detail.png
Region (28, 37) to (68, 77) um. Cells in grey, sequential cells in the stronger grey; small squares are vias.
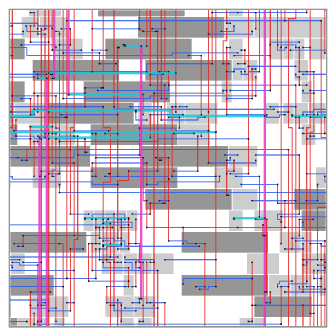
metal_density.png
Scale bar: 20 um. The die is cut into 19 by 23 equal tiles; white is low, dark blue is high, scaled to the fullest tile. Values are wire area over tile area, all layers added.
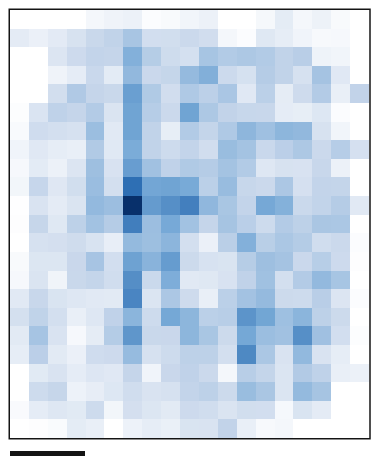
clocks.png
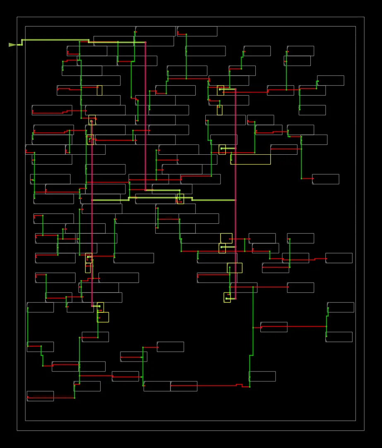
layer_met3.png
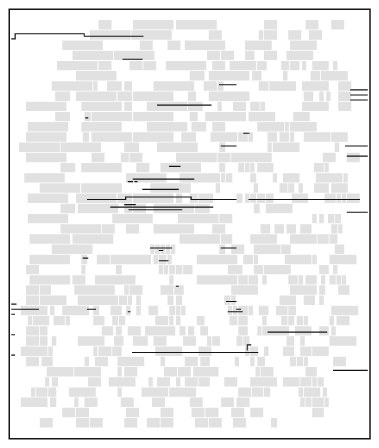
## src/rtl/datapath_unit_pkg.sv

```systemverilog
// Shared definitions for the datapath unit: default widths, opcodes, selmux codes,
// instruction field layout and an instruction builder.
package datapath_unit_pkg;

    localparam int unsigned DATA_W_DEF = 8;
    localparam int unsigned ADDR_W_DEF = 3;
    localparam int unsigned PC_W_DEF   = 6;
    localparam int unsigned OP_W       = 2;

    // Instruction layout {op, a, b}, offsets for the default address width
    localparam int unsigned INSTR_W_DEF = OP_W + 2 * ADDR_W_DEF;
    localparam int unsigned B_LSB_DEF   = 0;
    localparam int unsigned A_LSB_DEF   = ADDR_W_DEF;
    localparam int unsigned OP_LSB_DEF  = 2 * ADDR_W_DEF;

    typedef enum logic [OP_W-1:0] {
        OP_SUM = 2'b00,
        OP_RES = 2'b01,
        OP_MOV = 2'b10,
        OP_OUT = 2'b11
    } opcode_e;

    // Address/data select codes; any other value addresses field a
    localparam logic [2:0] SM_A      = 3'd1;
    localparam logic [2:0] SM_B      = 3'd2;
    localparam logic [2:0] SM_WR_ALU = 3'd3;

    // Pack an instruction word for the default geometry
    function automatic logic [INSTR_W_DEF-1:0] make_instr(
        input opcode_e               op,
        input logic [ADDR_W_DEF-1:0] a,
        input logic [ADDR_W_DEF-1:0] b
    );
        logic [INSTR_W_DEF-1:0] w;
        w = '0;
        w[OP_LSB_DEF +: OP_W]      = op;
        w[A_LSB_DEF  +: ADDR_W_DEF] = a;
        w[B_LSB_DEF  +: ADDR_W_DEF] = b;
        return w;
    endfunction

endpackage

```

## src/rtl/datapath_unit_alu_sumres.sv

```systemverilog
// Add/subtract ALU with carry-out on add and borrow-out on subtract.
module datapath_unit_alu_sumres #(
    parameter int unsigned DATA_W = 8
) (
    input  logic [DATA_W-1:0] op1_i,
    input  logic [DATA_W-1:0] op2_i,
    input  logic              sub_i,
    output logic [DATA_W-1:0] res_c_o,
    output logic              carry_c_o
);

    logic [DATA_W:0] ext_c;

    // One extra bit holds the add carry, or the subtract borrow (set when op1 < op2)
    always_comb begin
        ext_c = '0;
        if (sub_i) begin
            ext_c = {1'b0, op1_i} - {1'b0, op2_i};
        end else begin
            ext_c = {1'b0, op1_i} + {1'b0, op2_i};
        end
    end

    assign res_c_o   = ext_c[DATA_W-1:0];
    assign carry_c_o = ext_c[DATA_W];

endmodule

```

## src/rtl/datapath_unit.sv

```systemverilog
// Datapath steered by an external control FSM: PC, instruction register, data memory,
// operand registers, add/sub ALU, output register and carry flag.
module datapath_unit
    import datapath_unit_pkg::*;
#(
    parameter int unsigned DATA_W = DATA_W_DEF,
    parameter int unsigned ADDR_W = ADDR_W_DEF,
    parameter int unsigned PC_W   = PC_W_DEF
) (
    input  logic                       clk,
    input  logic                       rst,
    input  logic [OP_W+2*ADDR_W-1:0]   instr_in,
    input  logic                       enmem,
    input  logic                       enir,
    input  logic                       enrop1,
    input  logic                       enrop2,
    input  logic                       enrio,
    input  logic                       enpc,
    input  logic                       seloper,
    input  logic [2:0]                 selmux,
    input  logic                       ld_en,
    input  logic [ADDR_W-1:0]          ld_addr,
    input  logic [DATA_W-1:0]          ld_data,
    output logic [PC_W-1:0]            pc,
    output logic [1:0]                 operacion,
    output logic [DATA_W-1:0]          out_data,
    output logic                       out_valid,
    output logic                       carry
);

    localparam int unsigned INSTR_W = OP_W + 2 * ADDR_W;
    localparam int unsigned DEPTH   = 2 ** ADDR_W;
    localparam int unsigned A_LSB   = ADDR_W;
    localparam int unsigned OP_LSB  = 2 * ADDR_W;

    logic [PC_W-1:0]    pc_q,    pc_d;
    logic [INSTR_W-1:0] ir_q,    ir_d;
    logic [DATA_W-1:0]  op1_q,   op1_d;
    logic [DATA_W-1:0]  op2_q,   op2_d;
    logic               sub_q,   sub_d;
    logic [DATA_W-1:0]  out_q,   out_d;
    logic               ov_q,    ov_d;
    logic               carry_q, carry_d;

    logic [DATA_W-1:0]  mem_q [DEPTH];

    logic [ADDR_W-1:0]  field_a_c;
    logic [ADDR_W-1:0]  field_b_c;
    logic [ADDR_W-1:0]  rd_addr_c;
    logic [DATA_W-1:0]  rd_data_c;
    logic               wr_alu_c;
    logic [ADDR_W-1:0]  wr_addr_c;
    logic [DATA_W-1:0]  wr_data_c;
    logic [DATA_W-1:0]  alu_res_c;
    logic               alu_carry_c;

    assign field_a_c = ir_q[A_LSB +: ADDR_W];
    assign field_b_c = ir_q[0 +: ADDR_W];

    // Read port address: field b only when explicitly selected
    always_comb begin
        rd_addr_c = field_a_c;
        case (selmux)
            SM_A:    rd_addr_c = field_a_c;
            SM_B:    rd_addr_c = field_b_c;
            default: rd_addr_c = field_a_c;
        endcase
    end

    assign rd_data_c = mem_q[rd_addr_c];

    // Write-back path: ALU result to field a, otherwise op1 copied to field b
    assign wr_alu_c  = (selmux == SM_WR_ALU);
    assign wr_addr_c = wr_alu_c ? field_a_c : field_b_c;
    assign wr_data_c = wr_alu_c ? alu_res_c : op1_q;

    datapath_unit_alu_sumres #(
        .DATA_W (DATA_W)
    ) u_alu_sumres (
        .op1_i     (op1_q),
        .op2_i     (op2_q),
        .sub_i     (sub_q),
        .res_c_o   (alu_res_c),
        .carry_c_o (alu_carry_c)
    );

    // Data memory: not reset; datapath write beats preload, preload still works under reset
    always_ff @(posedge clk) begin
        if (enmem && !rst) begin
            mem_q[wr_addr_c] <= wr_data_c;
        end else if (ld_en) begin
            mem_q[ld_addr] <= ld_data;
        end
    end

    // Next-state for every register; each enable acts on its own register only
    always_comb begin
        pc_d    = pc_q;
        ir_d    = ir_q;
        op1_d   = op1_q;
        op2_d   = op2_q;
        sub_d   = sub_q;
        out_d   = out_q;
        ov_d    = 1'b0;
        carry_d = carry_q;

        if (enpc) begin
            pc_d = pc_q + PC_W'(1);
        end
        if (enir) begin
            ir_d = instr_in;
        end
        if (enrop1) begin
            op1_d = rd_data_c;
        end
        if (enrop2) begin
            op2_d = rd_data_c;
            sub_d = seloper;
        end
        if (enrio) begin
            out_d = rd_data_c;
            ov_d  = 1'b1;
        end
        if (enmem && wr_alu_c) begin
            carry_d = alu_carry_c;
        end
    end

    // Register bank with synchronous reset overriding all enables
    always_ff @(posedge clk) begin
        if (rst) begin
            pc_q    <= '0;
            ir_q    <= '0;
            op1_q   <= '0;
            op2_q   <= '0;
            sub_q   <= 1'b0;
            out_q   <= '0;
            ov_q    <= 1'b0;
            carry_q <= 1'b0;
        end else begin
            pc_q    <= pc_d;
            ir_q    <= ir_d;
            op1_q   <= op1_d;
            op2_q   <= op2_d;
            sub_q   <= sub_d;
            out_q   <= out_d;
            ov_q    <= ov_d;
            carry_q <= carry_d;
        end
    end

    assign pc        = pc_q;
    assign operacion = ir_q[OP_LSB +: OP_W];
    assign out_data  = out_q;
    assign out_valid = ov_q;
    assign carry     = carry_q;

endmodule

```

## config.mk

```make
export PLATFORM = sky130hd
export DESIGN_NAME = datapath_unit
export DESIGN_NICKNAME = d
export VERILOG_FILES = /design/src/rtl/datapath_unit_pkg.sv /design/src/rtl/datapath_unit_alu_sumres.sv /design/src/rtl/datapath_unit.sv
export SDC_FILE = /design/constraint.sdc
export NUM_CORES = 1
export LEC_CHECK = 0
export CAP_MARGIN = 20
export CELL_PAD_IN_SITES_DETAIL_PLACEMENT = 0
export CELL_PAD_IN_SITES_GLOBAL_PLACEMENT = 1
export CORE_ASPECT_RATIO = 1.2
export CORE_MARGIN = 2
export CORE_UTILIZATION = 47
export CTS_BUF_LIST = sky130_fd_sc_hd__clkbuf_2
export DETAILED_ROUTE_END_ITERATION = 10
export GPL_TIMING_DRIVEN = 1
export PLACE_DENSITY_LB_ADDON = 0.1
export SETUP_SLACK_MARGIN = 0.4
export SLEW_MARGIN = 20
export SYNTH_ARGS = -nofsm -noshare
export SYNTH_HDL_FRONTEND = slang
export SYNTH_SLANG_ARGS = --single-unit
```

## constraint.sdc

```tcl
create_clock -name clk -period 6.9 [get_ports clk]
set_input_delay 1.38 -clock clk [delete_from_list [all_inputs] [get_ports clk]]
set_output_delay 1.38 -clock clk [all_outputs]
set_load 0.05 [all_outputs]
```

==> impl_table.tex <==
% Synthesis and place-and-route results
\begin{tabular}{lr}
\hline
Metric & Value \\
\hline
\multicolumn{2}{l}{\textbf{Status}} \\
Status & finished clean \\
\multicolumn{2}{l}{\textbf{Yosys}} \\
Area leader, netlist & sky130\_fd\_sc\_hd\_\_edfxtp\_1 \\
Number of enable flip-flop cells & 64 \\
XOR/XNOR Fraction of Synth Area & 0.02767 \\
Prevailing logic family in the synthesized netlist & simple AND/OR/NAND/NOR gates \\
Async set or reset register ratio after synthesis & 0 \\
Area fraction in and, or, nand and nor cells & 0.1173 \\
Number of synthesized register bits & 105 \\
Yosys adder share & 0.03057 \\
Average size of a mapped cell & between 10 and 15 um\^{}2 \\
Number of nets in the synthesized netlist & between 400 and 500 \\
Leading cell types by count after synthesis & 64 x sky130\_fd\_sc\_hd\_\_edfxtp\_1, 64 x sky130\_fd\_sc\_hd\_\_nor2\_1, 41 x sky130\_fd\_sc\_hd\_\_dfxtp\_1 \\
Post-synthesis instance area & between 4000 and 5000 um\^{}2 \\
\multicolumn{2}{l}{\textbf{Worst setup path}} \\
Slowest cell on the critical path & sky130\_fd\_sc\_hd\_\_nor2\_1 \\
Data required time at the worst endpoint & 7.12 ns \\
Arrival time of the worst setup path & approximately 4.1 ns \\
Critical register-to-register path startpoint & op2\_q[0] \\
Capture point of the critical path & mem\_q[4][5] \\
Reg2reg setup slack & around 3.7 ns \\
Kind of critical path & in -> reg \\
\multicolumn{2}{l}{\textbf{Worst hold path}} \\
Kind of path behind the tightest hold check & reg -> reg \\
Cell depth of the worst min-delay path & 2 \\
Worst-case hold path end point & out\_data[6] \\
Startpoint of the most critical hold path & out\_data[6] \\
\multicolumn{2}{l}{\textbf{STA}} \\
Unrepaired setup endpoints after global routing & false \\
Period minus WS final & $\sim$3.8 ns \\
Final setup violation count & 0 \\
Slack of the critical path & about 3.1 ns \\
Number of failing hold endpoints at the final stage & 0 \\
Sum Neg Setup Slack & 0 ns \\
\multicolumn{2}{l}{\textbf{Cells and area}} \\
Largest register FFs & between 60 and 70 \\
Flop share of the area & 0.5054 \\
Area growth, synth to finish & 14.28\% \\
Number of flip-flops and latches & around 110 \\
Top logic cells by instance count in the layout & 64 x sky130\_fd\_sc\_hd\_\_nor2\_1, 64 x sky130\_fd\_sc\_hd\_\_edfxtp\_1, 48 x sky130\_fd\_sc\_hd\_\_clkdlybuf4s50\_1, 41 x sky130\_fd\_sc\_hd\_\_dfxtp\_1, 32 x sky130\_fd\_sc\_hd\_\_mux2i\_1 \\
Util after Layout & 0.5476 \\
Bufs w/o clock & approximately 51 \\
Clk cell area share & 0.02121 \\
Final layout net count & 488 \\
Post-Layout Cell Count & 576 \\
Share of layout cells above drive strength 1 & 0.05778 \\
Footprint of the multi-input gates & 1888 um\^{}2 \\
Filler cells & 870 \\
\multicolumn{2}{l}{\textbf{Die}} \\
Count of inserted tapcells & 126 \\
I/O pin count & 50 \\
Core Box Area & 9910 um\^{}2 \\
Height of the die & 114.1 um \\
\multicolumn{2}{l}{\textbf{GRT}} \\
First-pass GRT wire length & about 16 mm \\
Initial antenna violation count & 0 \\
Met2 track utilization from global routing & 0.3413 \\
M1 GR Usage & 0.2581 \\
Vias in the first global route & 3085 \\
Remaining global-route overflow & 0 \\
\multicolumn{2}{l}{\textbf{Routing}} \\
Number of search-and-repair iterations in the first detailed-routing pass & 7 \\
Met1 Routed Length & $\sim$4.5 mm \\
Final antenna-violating net count & 0 \\
DRC violations left & 0 \\
\multicolumn{2}{l}{\textbf{Power}} \\
Leak pwr & 2.017 nW \\
Final Power & 1.305 mW \\
Clock group share of total power & 0.220 \\
Power in sequential cells & 0.733 mW \\
Comb power frac & 0.218 \\
Cell-internal power & 0.9126 mW \\
Sequential power share & 0.561 \\
\multicolumn{2}{l}{\textbf{CTS}} \\
Maximum level of the CTS H-tree & 3 \\
Count of hold buffers inserted by post-cts repair & 0 \\
CTS tree & done \\
Max clock buf depth & 2 \\
Post CTS Setup Buffer Count & 0 \\
\multicolumn{2}{l}{\textbf{Job}} \\
Number of warnings the tools reported & 26 \\
\multicolumn{2}{l}{\textbf{Place}} \\
Instance count after placement with tap cells included & 560 \\
Post-DP Area & 5311 um\^{}2 \\
GPL Wtd Cong & 0.8266 \\
Port Buffer Count & 49 \\
\hline
\end{tabular}
About detail.png:
[metal 4] magenta
[metal 2] red
[metal 3] cyan
[metal 1] blue
cells with their middle in the window: 75
most frequent: edfxtp_1 (15), nor2_1 (10), nand2_1 (7)
sequential cells in the window: 17
netlist names of flops here include: mem_q (15)

About metal_density.png:
mean over tiles: 0.15
fullest tile: 0.65
nearly empty tiles: 11%
Total GRT Usage: 0.2019
detailed-route wire length per cell: 17.99 um

About clocks.png:
number of buffers added by the clock tree synthesis step: 9
Max Clock Skew: 0.01592 ns
source-to-sink clock delay at the later pin of the worst-skew pair: 0.56 ns

About layer_met3.png:
longest straight run: 33.4 um
wire length on this layer: 334 um
nets with wire on the layer: 30
met3 Usage GRT: 0.02962
DRT Wirelength: 10.36 mm
Vias: 3207

Power figures rest on the tool's default switching activity, not on a simulated workload.
